## config.mk

```make
export PLATFORM = sky130hd
export DESIGN_NAME = output_port_scheduler_flat
export DESIGN_NICKNAME = d
export VERILOG_FILES = /design/src/rtl/output_port_scheduler_if.sv /design/src/rtl/output_port_scheduler.sv /design/src/flat_wrapper.sv
export SDC_FILE = /design/constraint.sdc
export NUM_CORES = 1
export LEC_CHECK = 0
export CORE_MARGIN = 2
export CORE_UTILIZATION = 39
export DETAILED_ROUTE_END_ITERATION = 10
export PLACE_DENSITY = 0.87
export SLEW_MARGIN = 10
export SYNTH_ARGS = -nofsm -noshare
export SYNTH_HDL_FRONTEND = slang
export SYNTH_SLANG_ARGS = --single-unit
```

## constraint.sdc

```tcl
create_clock -name clk -period 4.7 [get_ports clk]
set_clock_uncertainty 0.05 [all_clocks]
set_input_delay 0.94 -clock clk [delete_from_list [all_inputs] [get_ports clk]]
set_output_delay 0.94 -clock clk [all_outputs]
set_load 0.05 [all_outputs]
```

## src/rtl/output_port_scheduler_if.sv

```systemverilog
// Link-arbiter bus: five requester payloads in, one registered packet out.
// The master modport drives requests and outReady; the slave modport is the scheduler.
interface output_port_scheduler_if #(
  parameter int unsigned NET_W  = 4,
  parameter int unsigned BANK_W = 4,
  parameter int unsigned DATA_W = 32
);
  localparam int unsigned ADDR_W = NET_W + BANK_W;

  logic [4:0]        req;
  logic [4:0]        grant;

  logic [ADDR_W-1:0] destinationAddressIn_NORTH, destinationAddressIn_SOUTH;
  logic [ADDR_W-1:0] destinationAddressIn_EAST,  destinationAddressIn_WEST;
  logic [NET_W-1:0]  requesterAddressIn_NORTH,   requesterAddressIn_SOUTH;
  logic [NET_W-1:0]  requesterAddressIn_EAST,    requesterAddressIn_WEST;
  logic              readIn_NORTH, readIn_SOUTH, readIn_EAST, readIn_WEST;
  logic              writeIn_NORTH, writeIn_SOUTH, writeIn_EAST, writeIn_WEST;
  logic [DATA_W-1:0] dataIn_NORTH, dataIn_SOUTH, dataIn_EAST, dataIn_WEST;

  logic [NET_W-1:0]  readRequesterAddress;
  logic [DATA_W-1:0] cacheDataOut;

  logic              outReady;
  logic              outValid;
  logic [ADDR_W-1:0] destinationAddressOut;
  logic [NET_W-1:0]  requesterAddressOut;
  logic              readOut;
  logic              writeOut;
  logic [DATA_W-1:0] dataOut;
  logic              starveFlag;

  modport master (
    output req, outReady, readRequesterAddress, cacheDataOut,
    output destinationAddressIn_NORTH, destinationAddressIn_SOUTH,
    output destinationAddressIn_EAST,  destinationAddressIn_WEST,
    output requesterAddressIn_NORTH, requesterAddressIn_SOUTH,
    output requesterAddressIn_EAST,  requesterAddressIn_WEST,
    output readIn_NORTH, readIn_SOUTH, readIn_EAST, readIn_WEST,
    output writeIn_NORTH, writeIn_SOUTH, writeIn_EAST, writeIn_WEST,
    output dataIn_NORTH, dataIn_SOUTH, dataIn_EAST, dataIn_WEST,
    input  grant, outValid, destinationAddressOut, requesterAddressOut,
    input  readOut, writeOut, dataOut, starveFlag
  );

  modport slave (
    input  req, outReady, readRequesterAddress, cacheDataOut,
    input  destinationAddressIn_NORTH, destinationAddressIn_SOUTH,
    input  destinationAddressIn_EAST,  destinationAddressIn_WEST,
    input  requesterAddressIn_NORTH, requesterAddressIn_SOUTH,
    input  requesterAddressIn_EAST,  requesterAddressIn_WEST,
    input  readIn_NORTH, readIn_SOUTH, readIn_EAST, readIn_WEST,
    input  writeIn_NORTH, writeIn_SOUTH, writeIn_EAST, writeIn_WEST,
    input  dataIn_NORTH, dataIn_SOUTH, dataIn_EAST, dataIn_WEST,
    output grant, outValid, destinationAddressOut, requesterAddressOut,
    output readOut, writeOut, dataOut, starveFlag
  );
endinterface

```

## src/rtl/output_port_scheduler.sv

```systemverilog
// Round-robin arbiter for one router output link with a single-entry output
// register, per-requester wait counters and a sticky starvation flag.
module output_port_scheduler #(
  parameter int unsigned STARVE_LIMIT = 64,
  parameter int unsigned NET_W        = 4,
  parameter int unsigned BANK_W       = 4,
  parameter int unsigned DATA_W       = 32
) (
  input logic                    clk,
  input logic                    reset,
  output_port_scheduler_if.slave bus
);
  localparam int unsigned ADDR_W    = NET_W + BANK_W;
  localparam int unsigned N_REQ     = 5;
  localparam int unsigned CACHE_IDX = 4;
  localparam int unsigned CNT_W     = 8;

  logic [2:0]        r_ptr;
  logic              r_valid;
  logic [ADDR_W-1:0] r_dst;
  logic [NET_W-1:0]  r_src;
  logic              r_rd;
  logic              r_wr;
  logic [DATA_W-1:0] r_data;
  logic              r_starve;
  logic [CNT_W-1:0]  r_wait [N_REQ];

  logic              w_slot_free;
  logic              w_found;
  logic [2:0]        w_win;
  logic [3:0]        w_sum;
  logic [N_REQ-1:0]  w_grant;
  logic [CNT_W-1:0]  w_wait_nxt [N_REQ];
  logic [N_REQ-1:0]  w_hit;

  logic [ADDR_W-1:0] w_dst  [N_REQ];
  logic [NET_W-1:0]  w_src  [N_REQ];
  logic [N_REQ-1:0]  w_rd;
  logic [N_REQ-1:0]  w_wr;
  logic [DATA_W-1:0] w_data [N_REQ];

  // Per-requester payload view; the cache return always targets the requester's bank 0.
  assign w_dst[0] = bus.destinationAddressIn_NORTH;
  assign w_dst[1] = bus.destinationAddressIn_SOUTH;
  assign w_dst[2] = bus.destinationAddressIn_EAST;
  assign w_dst[3] = bus.destinationAddressIn_WEST;
  assign w_dst[4] = {bus.readRequesterAddress, BANK_W'(0)};
  assign w_src[0] = bus.requesterAddressIn_NORTH;
  assign w_src[1] = bus.requesterAddressIn_SOUTH;
  assign w_src[2] = bus.requesterAddressIn_EAST;
  assign w_src[3] = bus.requesterAddressIn_WEST;
  assign w_src[4] = bus.readRequesterAddress;
  assign w_rd     = {1'b1, bus.readIn_WEST, bus.readIn_EAST, bus.readIn_SOUTH, bus.readIn_NORTH};
  assign w_wr     = {1'b0, bus.writeIn_WEST, bus.writeIn_EAST, bus.writeIn_SOUTH, bus.writeIn_NORTH};
  assign w_data[0] = bus.dataIn_NORTH;
  assign w_data[1] = bus.dataIn_SOUTH;
  assign w_data[2] = bus.dataIn_EAST;
  assign w_data[3] = bus.dataIn_WEST;
  assign w_data[4] = bus.cacheDataOut;

  assign w_slot_free = ~r_valid | bus.outReady;

  // First set request at or after r_ptr, wrapping 4 -> 0.
  always_comb begin
    w_found = 1'b0;
    w_win   = 3'd0;
    w_sum   = 4'd0;
    for (int k = 0; k < int'(N_REQ); k++) begin
      w_sum = 4'(r_ptr) + 4'(k);
      if (w_sum >= 4'(N_REQ)) w_sum = w_sum - 4'(N_REQ);
      if (!w_found && bus.req[w_sum[2:0]]) begin
        w_found = 1'b1;
        w_win   = w_sum[2:0];
      end
    end
  end

  assign w_grant = (reset && w_slot_free && w_found) ? N_REQ'(N_REQ'(1) << w_win) : '0;

  always_comb begin
    w_hit = '0;
    for (int i = 0; i < int'(N_REQ); i++) begin
      w_wait_nxt[i] = '0;
      if (bus.req[i] && !w_grant[i]) begin
        w_wait_nxt[i] = (r_wait[i] == '1) ? r_wait[i] : r_wait[i] + CNT_W'(1);
        w_hit[i]      = (w_wait_nxt[i] >= CNT_W'(STARVE_LIMIT));
      end
    end
  end

  always_ff @(posedge clk or negedge reset) begin
    if (!reset) begin
      r_ptr    <= '0;
      r_valid  <= 1'b0;
      r_dst    <= '0;
      r_src    <= '0;
      r_rd     <= 1'b0;
      r_wr     <= 1'b0;
      r_data   <= '0;
      r_starve <= 1'b0;
      for (int i = 0; i < int'(N_REQ); i++) r_wait[i] <= '0;
    end else begin
      if (|w_grant) begin
        r_valid <= 1'b1;
        r_dst   <= w_dst[w_win];
        r_src   <= w_src[w_win];
        r_rd    <= w_rd[w_win];
        r_wr    <= w_wr[w_win];
        r_data  <= w_data[w_win];
        r_ptr   <= (w_win == 3'(CACHE_IDX)) ? 3'd0 : w_win + 3'd1;
      end else if (w_slot_free) begin
        // Idle link: drop the valid and type flags, keep address/data as last sent.
        r_valid <= 1'b0;
        r_rd    <= 1'b0;
        r_wr    <= 1'b0;
      end
      if (|w_hit) r_starve <= 1'b1;
      for (int i = 0; i < int'(N_REQ); i++) r_wait[i] <= w_wait_nxt[i];
    end
  end

  assign bus.grant                 = w_grant;
  assign bus.outValid              = r_valid;
  assign bus.destinationAddressOut = r_dst;
  assign bus.requesterAddressOut   = r_src;
  assign bus.readOut               = r_rd;
  assign bus.writeOut              = r_wr;
  assign bus.dataOut               = r_data;
  assign bus.starveFlag            = r_starve;
endmodule

```

## src/flat_wrapper.sv

```systemverilog
// flat-port wrapper written by rule: the top's interface ports become plain ports
module output_port_scheduler_flat 
#(
  parameter int unsigned STARVE_LIMIT = 64,
  parameter int unsigned NET_W        = 4,
  parameter int unsigned BANK_W       = 4,
  parameter int unsigned DATA_W       = 32
)
  (clk, reset, bus_req, bus_outReady, bus_readRequesterAddress, bus_cacheDataOut, bus_destinationAddressIn_NORTH, bus_destinationAddressIn_SOUTH, bus_destinationAddressIn_EAST, bus_destinationAddressIn_WEST, bus_requesterAddressIn_NORTH, bus_requesterAddressIn_SOUTH, bus_requesterAddressIn_EAST, bus_requesterAddressIn_WEST, bus_readIn_NORTH, bus_readIn_SOUTH, bus_readIn_EAST, bus_readIn_WEST, bus_writeIn_NORTH, bus_writeIn_SOUTH, bus_writeIn_EAST, bus_writeIn_WEST, bus_dataIn_NORTH, bus_dataIn_SOUTH, bus_dataIn_EAST, bus_dataIn_WEST, bus_grant, bus_outValid, bus_destinationAddressOut, bus_requesterAddressOut, bus_readOut, bus_writeOut, bus_dataOut, bus_starveFlag);
  output_port_scheduler_if #(.NET_W(NET_W), .BANK_W(BANK_W), .DATA_W(DATA_W)) bus_i ();
  input logic clk;
  input logic reset;
  input wire logic [$bits(bus_i.req)-1:0] bus_req;
  input wire logic [$bits(bus_i.outReady)-1:0] bus_outReady;
  input wire logic [$bits(bus_i.readRequesterAddress)-1:0] bus_readRequesterAddress;
  input wire logic [$bits(bus_i.cacheDataOut)-1:0] bus_cacheDataOut;
  input wire logic [$bits(bus_i.destinationAddressIn_NORTH)-1:0] bus_destinationAddressIn_NORTH;
  input wire logic [$bits(bus_i.destinationAddressIn_SOUTH)-1:0] bus_destinationAddressIn_SOUTH;
  input wire logic [$bits(bus_i.destinationAddressIn_EAST)-1:0] bus_destinationAddressIn_EAST;
  input wire logic [$bits(bus_i.destinationAddressIn_WEST)-1:0] bus_destinationAddressIn_WEST;
  input wire logic [$bits(bus_i.requesterAddressIn_NORTH)-1:0] bus_requesterAddressIn_NORTH;
  input wire logic [$bits(bus_i.requesterAddressIn_SOUTH)-1:0] bus_requesterAddressIn_SOUTH;
  input wire logic [$bits(bus_i.requesterAddressIn_EAST)-1:0] bus_requesterAddressIn_EAST;
  input wire logic [$bits(bus_i.requesterAddressIn_WEST)-1:0] bus_requesterAddressIn_WEST;
  input wire logic [$bits(bus_i.readIn_NORTH)-1:0] bus_readIn_NORTH;
  input wire logic [$bits(bus_i.readIn_SOUTH)-1:0] bus_readIn_SOUTH;
  input wire logic [$bits(bus_i.readIn_EAST)-1:0] bus_readIn_EAST;
  input wire logic [$bits(bus_i.readIn_WEST)-1:0] bus_readIn_WEST;
  input wire logic [$bits(bus_i.writeIn_NORTH)-1:0] bus_writeIn_NORTH;
  input wire logic [$bits(bus_i.writeIn_SOUTH)-1:0] bus_writeIn_SOUTH;
  input wire logic [$bits(bus_i.writeIn_EAST)-1:0] bus_writeIn_EAST;
  input wire logic [$bits(bus_i.writeIn_WEST)-1:0] bus_writeIn_WEST;
  input wire logic [$bits(bus_i.dataIn_NORTH)-1:0] bus_dataIn_NORTH;
  input wire logic [$bits(bus_i.dataIn_SOUTH)-1:0] bus_dataIn_SOUTH;
  input wire logic [$bits(bus_i.dataIn_EAST)-1:0] bus_dataIn_EAST;
  input wire logic [$bits(bus_i.dataIn_WEST)-1:0] bus_dataIn_WEST;
  output wire logic [$bits(bus_i.grant)-1:0] bus_grant;
  output wire logic [$bits(bus_i.outValid)-1:0] bus_outValid;
  output wire logic [$bits(bus_i.destinationAddressOut)-1:0] bus_destinationAddressOut;
  output wire logic [$bits(bus_i.requesterAddressOut)-1:0] bus_requesterAddressOut;
  output wire logic [$bits(bus_i.readOut)-1:0] bus_readOut;
  output wire logic [$bits(bus_i.writeOut)-1:0] bus_writeOut;
  output wire logic [$bits(bus_i.dataOut)-1:0] bus_dataOut;
  output wire logic [$bits(bus_i.starveFlag)-1:0] bus_starveFlag;
  assign bus_i.req = bus_req;
  assign bus_i.outReady = bus_outReady;
  assign bus_i.readRequesterAddress = bus_readRequesterAddress;
  assign bus_i.cacheDataOut = bus_cacheDataOut;
  assign bus_i.destinationAddressIn_NORTH = bus_destinationAddressIn_NORTH;
  assign bus_i.destinationAddressIn_SOUTH = bus_destinationAddressIn_SOUTH;
  assign bus_i.destinationAddressIn_EAST = bus_destinationAddressIn_EAST;
  assign bus_i.destinationAddressIn_WEST = bus_destinationAddressIn_WEST;
  assign bus_i.requesterAddressIn_NORTH = bus_requesterAddressIn_NORTH;
  assign bus_i.requesterAddressIn_SOUTH = bus_requesterAddressIn_SOUTH;
  assign bus_i.requesterAddressIn_EAST = bus_requesterAddressIn_EAST;
  assign bus_i.requesterAddressIn_WEST = bus_requesterAddressIn_WEST;
  assign bus_i.readIn_NORTH = bus_readIn_NORTH;
  assign bus_i.readIn_SOUTH = bus_readIn_SOUTH;
  assign bus_i.readIn_EAST = bus_readIn_EAST;
  assign bus_i.readIn_WEST = bus_readIn_WEST;
  assign bus_i.writeIn_NORTH = bus_writeIn_NORTH;
  assign bus_i.writeIn_SOUTH = bus_writeIn_SOUTH;
  assign bus_i.writeIn_EAST = bus_writeIn_EAST;
  assign bus_i.writeIn_WEST = bus_writeIn_WEST;
  assign bus_i.dataIn_NORTH = bus_dataIn_NORTH;
  assign bus_i.dataIn_SOUTH = bus_dataIn_SOUTH;
  assign bus_i.dataIn_EAST = bus_dataIn_EAST;
  assign bus_i.dataIn_WEST = bus_dataIn_WEST;
  assign bus_grant = bus_i.grant;
  assign bus_outValid = bus_i.outValid;
  assign bus_destinationAddressOut = bus_i.destinationAddressOut;
  assign bus_requesterAddressOut = bus_i.requesterAddressOut;
  assign bus_readOut = bus_i.readOut;
  assign bus_writeOut = bus_i.writeOut;
  assign bus_dataOut = bus_i.dataOut;
  assign bus_starveFlag = bus_i.starveFlag;
  output_port_scheduler #(.STARVE_LIMIT(STARVE_LIMIT), .NET_W(NET_W), .BANK_W(BANK_W), .DATA_W(DATA_W)) u_core (.clk(clk), .reset(reset), .bus(bus_i));
endmodule
```

==> images/placed.png <==
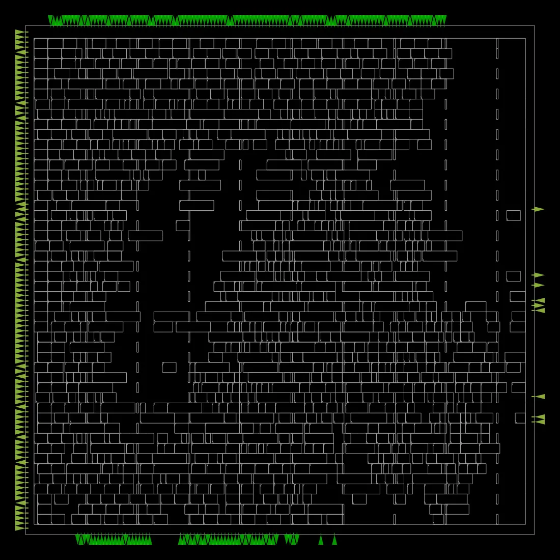
flip-flops: 91
flop share of the area: 0.210
tap cells: 225

==> images/layers.png <==
The bar under the picture is 50 microns long.
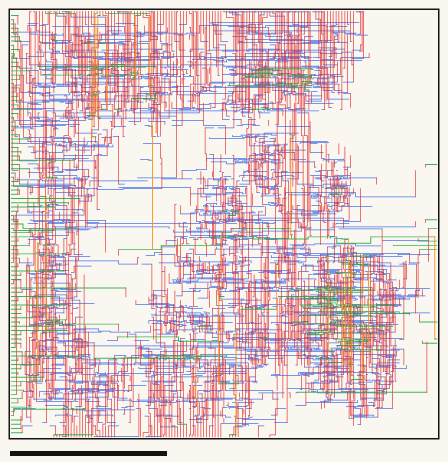
Key: blue = M1 [wire length 9,240 microns]; red = M2 [wire length 12,300 microns]; green = M3 [wire length 1,580 microns]; orange = M4 [wire length 680 microns]
overall global routing resource usage: 0.255
WL final: 23,800 microns
Routed WL per cell: 18.3 microns
total number of vias: 7,225

==> images/m3.png <==
The bar under the picture is 50 microns long.
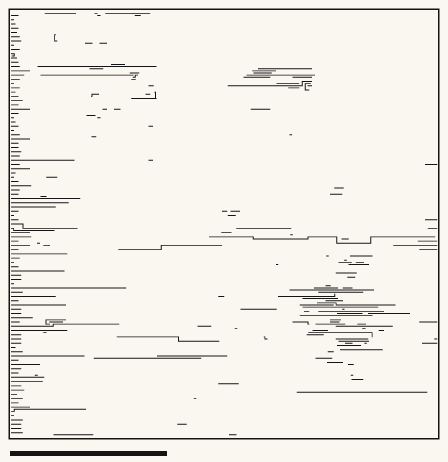
The layer carries 1,580 microns of wire. 190 nets have wire on it.
met3 usage: 0.0541

==> images/m4.png <==
Supply wires on this layer in grey.
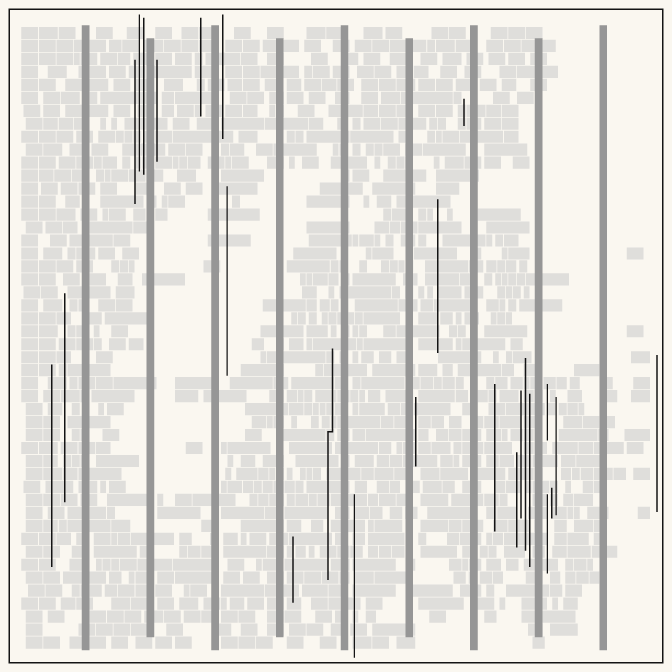
23 nets have wire on it. The layer carries 680 microns of wire.

==> images/sizing.png <==
The bar under the picture is 50 microns long.
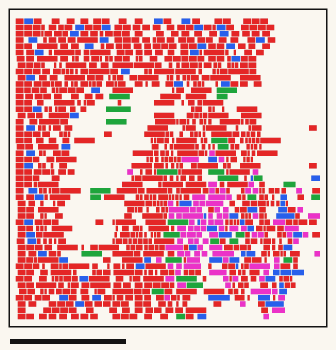
Key: green = x6 and larger [cells 28, share 2.6%]; magenta = x3 and x4 [cells 93, share 8.7%]; red = x1 and smaller [cells 878, share 82%]; blue = x2 [cells 76, share 7.1%]

==> metrics.yaml <==
yosys:
  synthSimpleGateAreaFrac: 0.163
  ys.flops: 91
  synth-xor-area-share: 0.0306
  syn_area_per_cell_sq_um: 9.10
  ys_area_sq_mm: 0.00687
  synth_cell_types: 75
  ys_sh_adder: 0.0320
  largest_area_cell: "dfrtp_1"
  netlist_area_sq_mm: 0.00687
  syn-num-nets: 1000
worst_setup_path:
  r2r-end: "u_core.bus.dataOut[21]"
  cp-end-kind: "output port"
  crit_fanout: 5
  crit_buf_inv: 6
  crit_family: "AND-OR/OR-AND gates"
  r2r_slack_ns: 0.46
  crit_type: "flip-flop to output port"
  critPathCapture: "bus_grant[2]"
  crit_path_start_kind: "flip-flop"
  r2r_cells: 15
  worstReg2RegStart: "u_core.r_ptr[0]"
  worstPathCellList: "inv_2 -> buf_6 -> ha_4 -> mux2_4 -> mux4_2 -> a22o_4 -> buf_4 -> o311ai_2 -> o311ai_4 -> inv_4 -> ha_2 -> inv_2 -> nor3_4 -> buf_6"
cells_and_area:
  comb_share: 0.412
  regMostFlops: "u_core.r_wait"
  drive_gt1_frac: 0.183
  seq_area_sq_mm: 0.00228
  n_clock_buffer: 13
  final_cells: 1300
  final_cell_mix: "clkdlybuf4s50_1 (270), a21oi_1 (92), dfrtp_1 (90)"
  buffers_excl_clock: 350
  logic_gate_count: 602
  largest_cell_class: "combinational gates"
  finish.utilization: 0.628
  clk_share: 0.0291
floorplan:
  chipArea_sq_mm: 0.0187
  core_region_area_sq_mm: 0.0172
clocking:
  cts_tree: "done"
  clock_path_buffers: 2
  ctsHoldBuffers: 0
  numClockSinks: 91
  cts-resized-gates: 34
  cts_setup_buffers: 11
final_timing:
  setup_slack_ns: -0.0329
  hold_viol_final: 0
  fin_setup_tns_ns: -0.0895
  fin_crit_ns: 4.73
  rsz0062_at_grt: "true"
  setup_viol_count_final: 4
grt:
  grt_use_met2: 0.445
  grt_pass1_vias: 7301
  grt_max_degree: 66
  grt_use_met1: 0.311
route:
  wl_met3_microns: 1580
  drc: 0
  first_pass_iters: 5
place:
  port_buffers: 280
flow_run:
  max_cap_violations: 0
worst_hold_path:
  holdPathEnd: "u_core.bus.destinationAddressOut[2]"
status:
  failed_checks: "setup timing"
  outcome: "finished, violations left"
